## src/rtl/tug_playfield_if.sv

```systemverilog
`default_nettype none
// ============================================================================
// Module      : tug_playfield_if
// Description : Press-pulse inputs and display outputs of the tug-of-war
//               playfield, with master (driver) and slave (playfield) views.
// Revision    : 1.0 - initial release
// ============================================================================
interface tug_playfield_if #(
  parameter int NUM_POS = 9,
  parameter int SCORE_W = 3
);
  logic               left_pulse;
  logic               right_pulse;
  logic [NUM_POS-1:0] leds;
  logic [SCORE_W-1:0] left_score;
  logic [SCORE_W-1:0] right_score;
  logic [1:0]         winner;
  logic               round_over;
  logic               match_over;

  modport master (
    output left_pulse, right_pulse,
    input  leds, left_score, right_score, winner, round_over, match_over
  );

  modport slave (
    input  left_pulse, right_pulse,
    output leds, left_score, right_score, winner, round_over, match_over
  );
endinterface
`default_nettype wire

```

## src/rtl/tug_playfield.sv

```systemverilog
`default_nettype none
// ============================================================================
// Module      : tug_playfield
// Description : Rope position, round/match detection and scoring for the
//               tug-of-war game. Optional macro TUG_LOCKOUT_EN adds a press
//               lockout window at the start of every PLAY entry.
// Revision    : 1.0 - initial release
// ============================================================================
module tug_playfield #(
  parameter int NUM_POS        = 9,
  parameter int SCORE_W        = 3,
  parameter int MAX_SCORE      = 7,
  parameter int HOLD_CYCLES    = 16,
  parameter int LOCKOUT_CYCLES = 8
) (
  input  wire logic          clock,
  input  wire logic          reset,
  tug_playfield_if.slave     bus
);

  localparam int PW = (NUM_POS > 1) ? $clog2(NUM_POS) : 1;
  localparam int HW = (HOLD_CYCLES > 1) ? $clog2(HOLD_CYCLES) : 1;

  localparam logic [PW-1:0]      C_CENTRE    = PW'(NUM_POS / 2);
  localparam logic [PW-1:0]      C_LAST      = PW'(NUM_POS - 1);
  localparam logic [HW-1:0]      C_HOLD_LOAD = HW'(HOLD_CYCLES - 1);
  localparam logic [SCORE_W-1:0] C_MAX       = SCORE_W'(MAX_SCORE);
  localparam logic [NUM_POS-1:0] C_ONE       = NUM_POS'(1);

  typedef enum logic [1:0] {
    ST_PLAY       = 2'd0,
    ST_ROUND_WON  = 2'd1,
    ST_MATCH_OVER = 2'd2
  } state_t;

  state_t             r_state,       w_state_nxt;
  logic [PW-1:0]      r_pos,         w_pos_nxt;
  logic [NUM_POS-1:0] r_leds;
  logic [SCORE_W-1:0] r_left_score,  w_left_score_nxt;
  logic [SCORE_W-1:0] r_right_score, w_right_score_nxt;
  logic [1:0]         r_winner,      w_winner_nxt;
  logic [HW-1:0]      r_hold,        w_hold_nxt;
  logic               r_round_over;
  logic               r_match_over;
  logic               w_accept;
  logic               w_recentre;

  logic [SCORE_W-1:0] w_left_inc;
  logic [SCORE_W-1:0] w_right_inc;

  assign w_left_inc  = r_left_score + 1'b1;
  assign w_right_inc = r_right_score + 1'b1;
  assign w_recentre  = (r_state == ST_ROUND_WON) && (r_hold == '0);

`ifdef TUG_LOCKOUT_EN
  localparam int LW = (LOCKOUT_CYCLES > 0) ? $clog2(LOCKOUT_CYCLES + 1) : 1;
  localparam logic [LW-1:0] C_LOCK_LOAD = LW'(LOCKOUT_CYCLES);

  logic [LW-1:0] r_lock;

  // Counts down through the first PLAY cycles; presses count once it hits 0.
  always_ff @(posedge clock or posedge reset) begin
    if (reset) begin
      r_lock <= C_LOCK_LOAD;
    end else if (w_recentre) begin
      r_lock <= C_LOCK_LOAD;
    end else if ((r_state == ST_PLAY) && (r_lock != '0)) begin
      r_lock <= r_lock - 1'b1;
    end
  end

  assign w_accept = (r_lock == '0);
`else
  logic w_unused_lockout;
  assign w_unused_lockout = (LOCKOUT_CYCLES != 0);
  assign w_accept         = 1'b1;
`endif

  always_comb begin
    w_state_nxt       = r_state;
    w_pos_nxt         = r_pos;
    w_left_score_nxt  = r_left_score;
    w_right_score_nxt = r_right_score;
    w_winner_nxt      = r_winner;
    w_hold_nxt        = r_hold;
    case (r_state)
      ST_PLAY: begin
        if (w_accept && bus.left_pulse && !bus.right_pulse) begin
          if (r_pos == C_LAST) begin
            w_left_score_nxt = w_left_inc;
            w_winner_nxt     = 2'b10;
            w_hold_nxt       = C_HOLD_LOAD;
            w_state_nxt      = (w_left_inc == C_MAX) ? ST_MATCH_OVER : ST_ROUND_WON;
          end else begin
            w_pos_nxt = r_pos + 1'b1;
          end
        end else if (w_accept && bus.right_pulse && !bus.left_pulse) begin
          if (r_pos == '0) begin
            w_right_score_nxt = w_right_inc;
            w_winner_nxt      = 2'b01;
            w_hold_nxt        = C_HOLD_LOAD;
            w_state_nxt       = (w_right_inc == C_MAX) ? ST_MATCH_OVER : ST_ROUND_WON;
          end else begin
            w_pos_nxt = r_pos - 1'b1;
          end
        end
      end
      ST_ROUND_WON: begin
        if (w_recentre) begin
          w_state_nxt = ST_PLAY;
          w_pos_nxt   = C_CENTRE;
        end else begin
          w_hold_nxt = r_hold - 1'b1;
        end
      end
      ST_MATCH_OVER: begin
        w_state_nxt = ST_MATCH_OVER;
      end
      default: begin
        w_state_nxt = ST_PLAY;
        w_pos_nxt   = C_CENTRE;
      end
    endcase
  end

  // leds and status flags are registered from next-state so they line up with pos.
  always_ff @(posedge clock or posedge reset) begin
    if (reset) begin
      r_state       <= ST_PLAY;
      r_pos         <= C_CENTRE;
      r_leds        <= C_ONE << (NUM_POS / 2);
      r_left_score  <= '0;
      r_right_score <= '0;
      r_winner      <= 2'b00;
      r_hold        <= '0;
      r_round_over  <= 1'b0;
      r_match_over  <= 1'b0;
    end else begin
      r_state       <= w_state_nxt;
      r_pos         <= w_pos_nxt;
      r_leds        <= C_ONE << w_pos_nxt;
      r_left_score  <= w_left_score_nxt;
      r_right_score <= w_right_score_nxt;
      r_winner      <= w_winner_nxt;
      r_hold        <= w_hold_nxt;
      r_round_over  <= (w_state_nxt == ST_ROUND_WON);
      r_match_over  <= (w_state_nxt == ST_MATCH_OVER);
    end
  end

  assign bus.leds        = r_leds;
  assign bus.left_score  = r_left_score;
  assign bus.right_score = r_right_score;
  assign bus.winner      = r_winner;
  assign bus.round_over  = r_round_over;
  assign bus.match_over  = r_match_over;

endmodule
`default_nettype wire

```

## src/flat_wrapper.sv

```systemverilog
// flat-port wrapper written by rule: the top's interface ports become plain ports
module tug_playfield_flat 
#(
  parameter int NUM_POS        = 9,
  parameter int SCORE_W        = 3,
  parameter int MAX_SCORE      = 7,
  parameter int HOLD_CYCLES    = 16,
  parameter int LOCKOUT_CYCLES = 8
)
  (clock, reset, bus_left_pulse, bus_right_pulse, bus_leds, bus_left_score, bus_right_score, bus_winner, bus_round_over, bus_match_over);
  tug_playfield_if #(.NUM_POS(NUM_POS), .SCORE_W(SCORE_W)) bus_i ();
  input  wire logic clock;
  input  wire logic reset;
  input wire logic [$bits(bus_i.left_pulse)-1:0] bus_left_pulse;
  input wire logic [$bits(bus_i.right_pulse)-1:0] bus_right_pulse;
  output wire logic [$bits(bus_i.leds)-1:0] bus_leds;
  output wire logic [$bits(bus_i.left_score)-1:0] bus_left_score;
  output wire logic [$bits(bus_i.right_score)-1:0] bus_right_score;
  output wire logic [$bits(bus_i.winner)-1:0] bus_winner;
  output wire logic [$bits(bus_i.round_over)-1:0] bus_round_over;
  output wire logic [$bits(bus_i.match_over)-1:0] bus_match_over;
  assign bus_i.left_pulse = bus_left_pulse;
  assign bus_i.right_pulse = bus_right_pulse;
  assign bus_leds = bus_i.leds;
  assign bus_left_score = bus_i.left_score;
  assign bus_right_score = bus_i.right_score;
  assign bus_winner = bus_i.winner;
  assign bus_round_over = bus_i.round_over;
  assign bus_match_over = bus_i.match_over;
  tug_playfield #(.NUM_POS(NUM_POS), .SCORE_W(SCORE_W), .MAX_SCORE(MAX_SCORE), .HOLD_CYCLES(HOLD_CYCLES), .LOCKOUT_CYCLES(LOCKOUT_CYCLES)) u_core (.clock(clock), .reset(reset), .bus(bus_i));
endmodule
```

## config.mk

```make
export PLATFORM = sky130hd
export DESIGN_NAME = tug_playfield_flat
export DESIGN_NICKNAME = d
export VERILOG_FILES = /design/src/rtl/tug_playfield_if.sv /design/src/rtl/tug_playfield.sv /design/src/flat_wrapper.sv
export SDC_FILE = /design/constraint.sdc
export NUM_CORES = 1
export LEC_CHECK = 0
export CAP_MARGIN = 20
export CORE_ASPECT_RATIO = 2
export CORE_UTILIZATION = 57
export DETAILED_ROUTE_END_ITERATION = 8
export HOLD_SLACK_MARGIN = 0.05
export PLACE_DENSITY_LB_ADDON = 0.1
export SETUP_SLACK_MARGIN = 0.3
export SLEW_MARGIN = 25
export SYNTH_ARGS = -nofsm -noshare
export SYNTH_HDL_FRONTEND = slang
export SYNTH_SLANG_ARGS = --single-unit
```

## constraint.sdc

```tcl
create_clock -name clock -period 6.89 [get_ports clock]
set_clock_uncertainty 0.2 [all_clocks]
set_input_delay 1.7225 -clock clock [delete_from_list [all_inputs] [get_ports clock]]
set_output_delay 1.7225 -clock clock [all_outputs]
set_load 0.02 [all_outputs]
```

==> results_slide.txt <==
Key Metrics from the Run

Finish
  – Fill count: ~190
  – Flops: 29
  – Max reg flops: 9
  – Fraction of area in multi-input gates: ~40%
  – Area delta synth->final: 20.0%
  – Area-dominant class: multi-input combinational cells
  – Ant. Diodes: 0
  – MI comb cells: around 100
  – CLK BUF: 7
  – Nets: about 180
  – Logic inverters: 10
  – Clock network area share: 4.68%
  – Number of non-clock buffers: 22
  – Most frequent logic cell in the layout: dfrtp_1
  – Comb area: 736 sq um
  – Top Layout Cells: dfrtp_1 (27), clkdlybuf4s50_1 (22), nand2_1 (13)
  – Fin util: 72.6%
  – Fin area: 1840 sq um
  – Layout cells sized above 1: between 10% and 20%

Drt
  – Routed Antenna Nets: 0
  – Drt total wl: 3250 um
  – Drt via density: between 5 and 6
  – DR iter-0 viols: 35
  – Via count: around 1200
  – Drt first pass iters: 4

CTS
  – # Post-CTS Setup Buffers: 0
  – Clock Pin Slew Worst Setup and Hold Paths: about 60 ps
  – CTS tree: built
  – Clk buf depth: 2
  – PostCTS Resize Cnt: 0
  – Post-CTS Hold Fix Bufs: 0
  – Worst skew pair latency: ~280 ps
  – H-tree depth: 2
  – Total CTS buffers: 5
  – # clock sinks: 29

Floorplan
  – Die width: roughly 39 um
  – Core Util at FP: between 60% and 70%
  – Core Area: 2540 sq um
  – Die H: around 75 um
  – Number of cell rows: 26
  – I/O pin count: 23

Worst setup path
  – Crit start category: input port
  – Worst Setup EP: u_core.bus.leds[8]
  – Crit. End Element: flip-flop
  – Crit Path Class: in2reg
  – Setup slack, reg-to-reg: 4440 ps
  – Critical R2R Launch: u_core.r_pos[0]
  – R2r endpoint: u_core.bus.leds[2]
  – CP arrival: between 3000 and 4000 ps
  – Critical path launch point: bus_left_pulse
  – Worst R2R Path Depth: 7

Power and ir drop
  – Psw: slightly below 0.00007 W
  – Pwr/cell area: 176 nW/um^2
  – Internal power: about 0.00026 W
  – Clock power share: 42.9%
  – Sw frac: 21.4%
  – Combinational Power: 0.0000132 W
  – PnR Total Power: ~0.00032 W
  – Peak VDD IR: 0.175 mV
  – Combinational share of power: slightly above 4%
  – Top Consumer: sequential cells
  – Sequential power: between 0.00015 and 0.0002 W

Run
  – Max cap viols: 0

STA
  – Relative slew slack: between 60% and 70%
  – Worst-Margin Slew: around 600 ps
  – Max frequency: between 0.2 and 0.3 GHz
  – Setup TNS: 0 ps
  – Crit share post-route: roughly 55%
  – Final Hold Fails: 0
  – Endpoints failing setup: 0
  – Setup ws final: roughly 3100 ps

Synthesis
  – Net Count, Synth: 157
  – Post-Syn Area: 1540 sq um
  – Register area share after synthesis: a little under half
  – FFs w/ async S/R, synth: 100%
  – EDFF count, synth: 0
  – Main flop type: dfrtp_1
  – Synth flops: 29
  – Yosys Instances: 145
  – Cell Type Count: approximately 47
  – Cells after Synth: 145
  – Syn. warnings: 0

Placed design
  – Post-DP HPWL: 2360 um
  – Setup slack at placement: around 2800 ps
  – I/O Buffers: 22

Global routing
  – Initial antenna violation count: 0
  – Number of global-route vias before repair: ~1300
  – Grt ovf: 0
  – First-pass GRT wire length: 5500 um
  – Largest net degree at the start of global routing: 30

Min path
  – Worst Hold Class: reg2reg

Status
  – Outcome: finished clean
cells by family (layout without fill, tap and decap cells):
group	after synthesis	count (layout)	share of synthesized area, %
buffers and inverters	16	39	4.72
DFF	29	29	47.4
AOI/OAI and AO/OA	33	33	15.4
and+or+nand+nor	51	51	21.4
adders and majority gates	8	8	6.51
xor gates and xnor gates	8	8	4.56
Yosys cell counts, types with 3 or more instances:
library cell | count | area share, %
nand2b_1 | 3 | 1.2
nand2_1 | 13 | 3.2
nor2_1 | 6 | 1.5
dfrtp_1 | 27 | 44
xnor2_1 | 6 | 3.4
nand3_1 | 5 | 1.6
a21oi_1 | 7 | 2.3
inv_1 | 10 | 2.4
o21ai_0 | 10 | 3.3
ha_1 | 8 | 6.5
buf_2 | 3 | 0.98
how the worst min path moves through the flow:
stage | depth (start not counted) | endpoint | slack (ps) | start
final | 2 | u_core.bus.winner[1] | 280 | u_core.bus.winner[1]
after global routing | 2 | u_core.bus.winner[1] | 320 | u_core.bus.winner[1]
after CTS | 2 | u_core.bus.winner[1] | 290 | u_core.bus.winner[1]
after detailed placement | 2 | u_core.bus.winner[1] | 270 | u_core.bus.winner[1]
after global placement | 2 | u_core.bus.winner[1] | 270 | u_core.bus.winner[1]
after floorplan | 1 | u_core.r_hold[3] | 260 | u_core.r_hold[3]
layer usage:
metal | vias up | part of all wire, % | wire, um | GRT usage, %
li1 | 557 | - | - | -
met1 | 572 | 38 | 1230 | 29.3
met2 | 26 | 56 | 1830 | 46.5
met3 | 7 | 3.4 | 109 | 7.58
met4 | 0 | 2.6 | 84 | 12.3
met5 | - | 0 | 0 | 0
critical path, stage by stage:
cell and delay, ps:
clkdlybuf4s50_1 550, nor2b_1 500, a221oi_1 190, o21ai_1 230
o31ai_4 170, nor4b_1 380
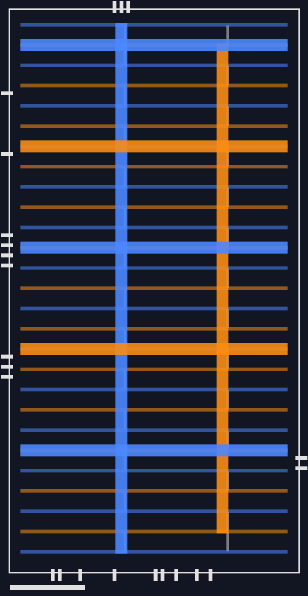
*PDN straps and rails*
The bar under the picture is 10 um long. Pins as bars on the die edge. Tap cells in grey.
| net | colour |
|---|---|
| VDD | orange |
| VSS | blue |
met1 rails: 27
met5 straps: 5

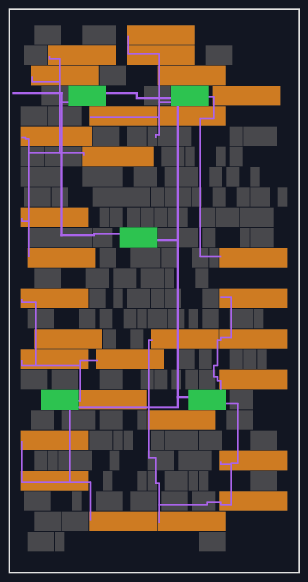
*Clock network drawn from the DEF*
[flip-flops] orange | count: 29
[cells driving clock nets] green | count: 5
[clock wires] purple | length: 368 um
routed clock nets: 6

Power is estimated from default activity; no workload was simulated.
